metal_density.png
(1 px per micron) 22 x 11 tiles, from black (low) to pale yellow (high), scaled to the fullest tile. Values are wire area over tile area, all layers added.
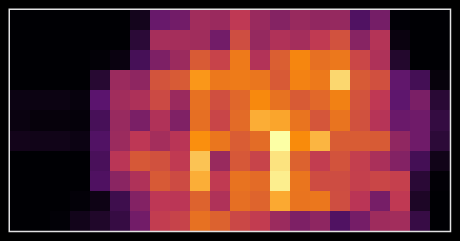
sizes.png
(1.5 px per micron)
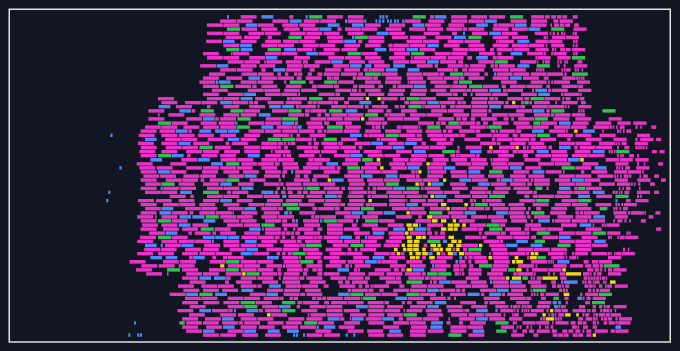
clocks.png
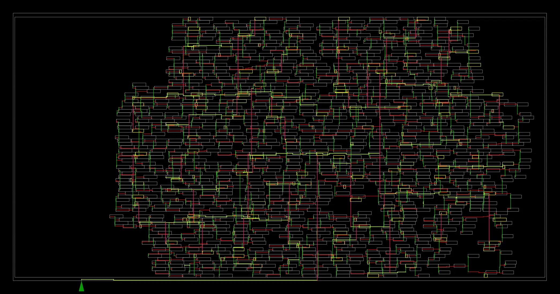
layer_met3.png
(1.5 px per micron)
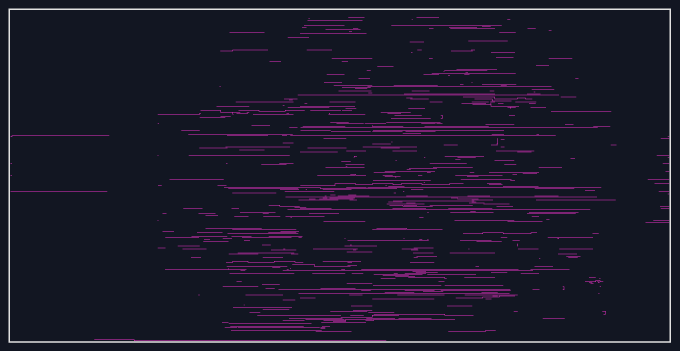
flops_by_reg.png
(1 px per micron)
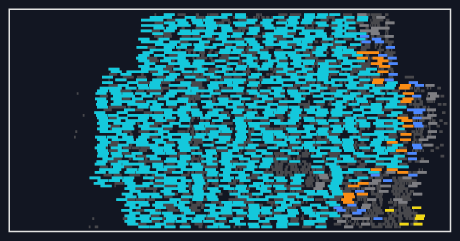
`src/rtl/fifo_pkg.sv`:
```
// fifo_pkg
// Shared constants and helpers for the first-word-fall-through FIFO.
//   OUTBUF_ENTRIES : number of slots in the output buffer (head + skid)
//   fifo_is_pow2   : elaboration-time check for legal RAM depths
package fifo_pkg;

    localparam int OUTBUF_ENTRIES = 2;

    function automatic bit fifo_is_pow2(input int n);
        return (n > 0) && ((n & (n - 1)) == 0);
    endfunction

endpackage

```
`src/rtl/ram_simple_dual_port.sv`:
```
// ram_simple_dual_port
// Simple dual-port RAM: one write port, one read port with registered output.
// Contents are not reset.
//   WR_CLK, WR_EN, WR_ADDR, WR_DATA : write port
//   RD_CLK, RD_EN, RD_ADDR          : read request
//   RD_DATA                         : read data, valid the cycle after RD_EN
module ram_simple_dual_port #(
    parameter  int WIDTH = 32,
    parameter  int DEPTH = 32,
    localparam int AW    = $clog2(DEPTH)
) (
    input  logic             WR_CLK,
    input  logic             WR_EN,
    input  logic [AW-1:0]    WR_ADDR,
    input  logic [WIDTH-1:0] WR_DATA,
    input  logic             RD_CLK,
    input  logic             RD_EN,
    input  logic [AW-1:0]    RD_ADDR,
    output logic [WIDTH-1:0] RD_DATA
);

    logic [WIDTH-1:0] r_mem [DEPTH];

    always_ff @(posedge WR_CLK) begin
        if (WR_EN) r_mem[WR_ADDR] <= WR_DATA;
    end

    always_ff @(posedge RD_CLK) begin
        if (RD_EN) RD_DATA <= r_mem[RD_ADDR];
    end

endmodule

```
`src/rtl/fifo_sync_fwft.sv`:
```
// fifo_sync_fwft
// Single-clock first-word-fall-through FIFO. Entries live in a simple
// dual-port RAM; the RAM's registered read data is pulled ahead into a
// two-slot output buffer (head + skid) so OUT_DATA is presented without a
// read request. Total capacity is DEPTH + 2.
//   CLK, RST                        : clock, async active-high reset
//   IN_VALID, IN_READY, IN_DATA     : producer handshake
//   OUT_VALID, OUT_READY, OUT_DATA  : consumer handshake (OUT_DATA registered)
//   COUNT                           : entries held (RAM + in-flight + buffer)
//   EMPTY                           : COUNT == 0
module fifo_sync_fwft
    import fifo_pkg::*;
#(
    parameter  int WIDTH     = 32,
    parameter  int DEPTH     = 32,
    localparam int DEPTH_LOG = $clog2(DEPTH),
    localparam int CNT_W     = $clog2(DEPTH + 3)
) (
    input  logic             CLK,
    input  logic             RST,
    input  logic             IN_VALID,
    output logic             IN_READY,
    input  logic [WIDTH-1:0] IN_DATA,
    output logic             OUT_VALID,
    input  logic             OUT_READY,
    output logic [WIDTH-1:0] OUT_DATA,
    output logic [CNT_W-1:0] COUNT,
    output logic             EMPTY
);

    if (!fifo_is_pow2(DEPTH) || DEPTH < 2) begin : g_bad_depth
        $error("fifo_sync_fwft: DEPTH must be a power of two and >= 2");
    end

    typedef struct packed {
        logic             valid;
        logic [WIDTH-1:0] data;
    } slot_t;

    localparam logic [DEPTH_LOG:0] RAM_FULL = (DEPTH_LOG + 1)'(DEPTH);

    logic [DEPTH_LOG-1:0] r_wr_ptr;
    logic [DEPTH_LOG-1:0] r_rd_ptr;
    logic [DEPTH_LOG:0]   r_ram_cnt;
    logic                 r_inflight;
    slot_t                r_head;
    slot_t                r_skid;
    logic [CNT_W-1:0]     r_count;

    logic                 w_push;
    logic                 w_pop;
    logic                 w_issue;
    logic [2:0]           w_occ;
    logic [2:0]           w_occ_after;
    logic [WIDTH-1:0]     w_rd_data;
    slot_t                w_rd_slot;

    assign IN_READY  = !RST && (r_ram_cnt != RAM_FULL);
    assign w_push    = IN_VALID && IN_READY;
    assign w_pop     = r_head.valid && OUT_READY;

    // Slots committed to the output side, including a read still in the RAM
    // pipeline. A read is issued only if its data is sure to find a free slot.
    assign w_occ       = 3'(r_head.valid) + 3'(r_skid.valid) + 3'(r_inflight);
    assign w_occ_after = w_occ - 3'(w_pop);
    assign w_issue     = (r_ram_cnt != '0) && (w_occ_after < 3'(OUTBUF_ENTRIES));

    assign w_rd_slot = '{valid: 1'b1, data: w_rd_data};

    ram_simple_dual_port #(
        .WIDTH (WIDTH),
        .DEPTH (DEPTH)
    ) u_ram (
        .WR_CLK  (CLK),
        .WR_EN   (w_push),
        .WR_ADDR (r_wr_ptr),
        .WR_DATA (IN_DATA),
        .RD_CLK  (CLK),
        .RD_EN   (w_issue),
        .RD_ADDR (r_rd_ptr),
        .RD_DATA (w_rd_data)
    );

    always_ff @(posedge CLK or posedge RST) begin
        if (RST) begin
            r_wr_ptr   <= '0;
            r_rd_ptr   <= '0;
            r_ram_cnt  <= '0;
            r_inflight <= 1'b0;
            r_head     <= '0;
            r_skid     <= '0;
            r_count    <= '0;
        end else begin
            if (w_push)  r_wr_ptr <= r_wr_ptr + 1'b1;
            if (w_issue) r_rd_ptr <= r_rd_ptr + 1'b1;
            r_inflight <= w_issue;

            if (w_push && !w_issue)      r_ram_cnt <= r_ram_cnt + 1'b1;
            else if (!w_push && w_issue) r_ram_cnt <= r_ram_cnt - 1'b1;

            if (w_push && !w_pop)      r_count <= r_count + 1'b1;
            else if (!w_push && w_pop) r_count <= r_count - 1'b1;

            // Returning read data goes to the head when the head is free after
            // this edge, otherwise to the skid. Skid always drains into head first.
            if (w_pop) begin
                if (r_skid.valid) begin
                    r_head <= r_skid;
                    if (r_inflight) r_skid <= w_rd_slot;
                    else            r_skid.valid <= 1'b0;
                end else if (r_inflight) begin
                    r_head <= w_rd_slot;
                end else begin
                    r_head.valid <= 1'b0;
                end
            end else if (r_inflight) begin
                if (!r_head.valid) r_head <= w_rd_slot;
                else               r_skid <= w_rd_slot;
            end
        end
    end

    assign OUT_VALID = r_head.valid;
    assign OUT_DATA  = r_head.data;
    assign COUNT     = r_count;
    assign EMPTY     = (r_count == '0);

endmodule

```
`config.mk`:
```
export PLATFORM = sky130hd
export DESIGN_NAME = fifo_sync_fwft
export DESIGN_NICKNAME = d
export VERILOG_FILES = /design/src/rtl/fifo_pkg.sv /design/src/rtl/ram_simple_dual_port.sv /design/src/rtl/fifo_sync_fwft.sv
export SDC_FILE = /design/constraint.sdc
export NUM_CORES = 1
export LEC_CHECK = 0
export CAP_MARGIN = 30
export CORE_ASPECT_RATIO = 0.5
export CORE_MARGIN = 1
export CORE_UTILIZATION = 46
export CTS_CLUSTER_DIAMETER = 60
export DETAILED_ROUTE_END_ITERATION = 7
export MAX_ROUTING_LAYER = met4
export PLACE_DENSITY = 0.71
export SKIP_CTS_REPAIR_TIMING = 1
export SKIP_LAST_GASP = 1
export SLEW_MARGIN = 40
export SYNTH_ARGS = -nofsm -noshare
export SYNTH_HDL_FRONTEND = slang
export SYNTH_SLANG_ARGS = --single-unit
```
`constraint.sdc`:
```
create_clock -name CLK -period 15.1 [get_ports CLK]
set_clock_uncertainty 0.1 [all_clocks]
set_input_delay 3.02 -clock CLK [delete_from_list [all_inputs] [get_ports CLK]]
set_output_delay 3.02 -clock CLK [all_outputs]
set_load 0.005 [all_outputs]
```
==> out/metrics.json <==
{
  "sta": {
    "finalSetupTns_ns": 0,
    "timing.final.max_slew_violations": 0,
    "finalHoldViolations": 0,
    "tightestPinTransition_ns": 0.8902,
    "layout_worst_path_cycle_share_pct": 47.96,
    "min_tclk_post_route_ns": 7.242,
    "worst_hold_slack_ns": 0.3641,
    "worst_relative_slew_slack_pct": 40.65
  },
  "synth": {
    "synthDistinctLibCells": 53,
    "share_of_the_synthesized_area_in_the_top_cell_type_pct": 71.95,
    "yosys-stat-cells": 2185,
    "synth_area_per_cell_sq_um": 20.17,
    "synth.cellmix.xorXnorShare_pct": 0.3378,
    "synth_chip_area_sq_um": 44070,
    "synthTopCellsByCount": "sky130_fd_sc_hd__edfxtp_1 (1056), sky130_fd_sc_hd__mux4_2 (194), sky130_fd_sc_hd__mux2i_1 (159), sky130_fd_sc_hd__dfrtp_1 (89), sky130_fd_sc_hd__nand2_1 (77)",
    "netlist_area_sq_um": 44070,
    "yosysTopAreaCell": "sky130_fd_sc_hd__edfxtp_1"
  },
  "global_routing": {
    "grt_usage_pct": 21.15,
    "global_route_layer_with_the_greatest_usage": "met2",
    "global_route_total_overflow": 0,
    "grt_max_degree": 88,
    "groute.layer.met3.usage_pct": 5.514,
    "global_route_wire_length_before_repair_microns": 146400
  },
  "worst_setup_path": {
    "cp_top_family": "buffers and inverters",
    "critical_path.reg2reg.endpoint": "u_ram.RD_DATA[2]",
    "worst_setup_path_end_kind": "output port",
    "setup.worst_path.start": "RST",
    "crit_path_max_incr_delay_ns": 0.51,
    "reg2reg_depth": 6,
    "cp_cell_sequence": "clkdlybuf4s50_1, nor2_1, clkdlybuf4s50_1",
    "timing.critical_path.fanout_max": 2
  },
  "cells_and_area": {
    "layout.comb_gates.multi_input": 901,
    "areaGrowthSynthToFinish_pct": 12.60,
    "mostFrequentLayoutCells": "sky130_fd_sc_hd__edfxtp_1 (1056), sky130_fd_sc_hd__mux4_2 (194), sky130_fd_sc_hd__mux2i_1 (159)",
    "largest_register_ff_count": 1024,
    "sh_seq_area_pct": 68.41,
    "buf_share_pct": 2.307,
    "logic_area_sq_um": 9713,
    "inverters": 14,
    "num_antenna_cells": 5
  },
  "detailed_routing": {
    "wirelength_microns": 98400,
    "drt_iter0_drc": 2560,
    "route.detailed.drc": 0,
    "routed-wl-met3_microns": 9585,
    "dr.pass1.iters": 5
  },
  "power_and_ir_drop": {
    "power-top-group": "sequential cells",
    "pwr-share-clk_pct": 27.1,
    "p_per_area_nw_per_um2": 187.1,
    "power.sequential.total_mw": 3.99
  },
  "die": {
    "total_number_of_placement_rows": 79,
    "taps": 1255,
    "design.portCount": 77,
    "die_height_microns": 220.9
  },
  "worst_hold_path": {
    "hold-path-cell-count": 2,
    "worst_hold_path_type": "flop to flop",
    "min_to": "r_skid[5]"
  },
  "run_status": {
    "run_status": "finished clean"
  },
  "placement": {
    "placement.setup.worst_slack_ns": 7.874,
    "post-place-cells": 3447
  },
  "cts": {
    "ctsHtreeMaxLevel": 3
  },
  "run": {
    "drv_cap": 0
  }
}
-- metal_density.png (at the start) --
- nearly empty tiles: 21%
- fullest tile: 0.46
- tiles over half the peak: 38%
- emptiest ninth of the die: upper left
- mean over tiles: 0.17

-- sizes.png (at the start) --
- magenta: _0 and _1 cells (cells 1889; share 80%)
- blue: _2 cells (cells 261; share 11%)
- yellow: _3 and _4 cells (cells 96; share 4.0%)
- green: _6 and larger (cells 127; share 5.4%)

-- clocks.png (at the start) --
number of buffers created by CTS: 99
total clock sinks: 1145

-- layer_met3.png (at the start) --
- nets with wire on the layer: 224
- longest straight run: 208 microns
- main direction: horizontal
- share of all routed wire: 9.7%

-- flops_by_reg.png (at the start) --
- yellow: COUNT (placed flops 6; where lower right)
- cyan: u_ram.r_mem (placed flops 1024)
- blue: r_skid (placed flops 33; where a column on the right)
- orange: u_ram.RD_DATA (placed flops 32; where a column on the right)

Power and IR drop assume default switching activity.
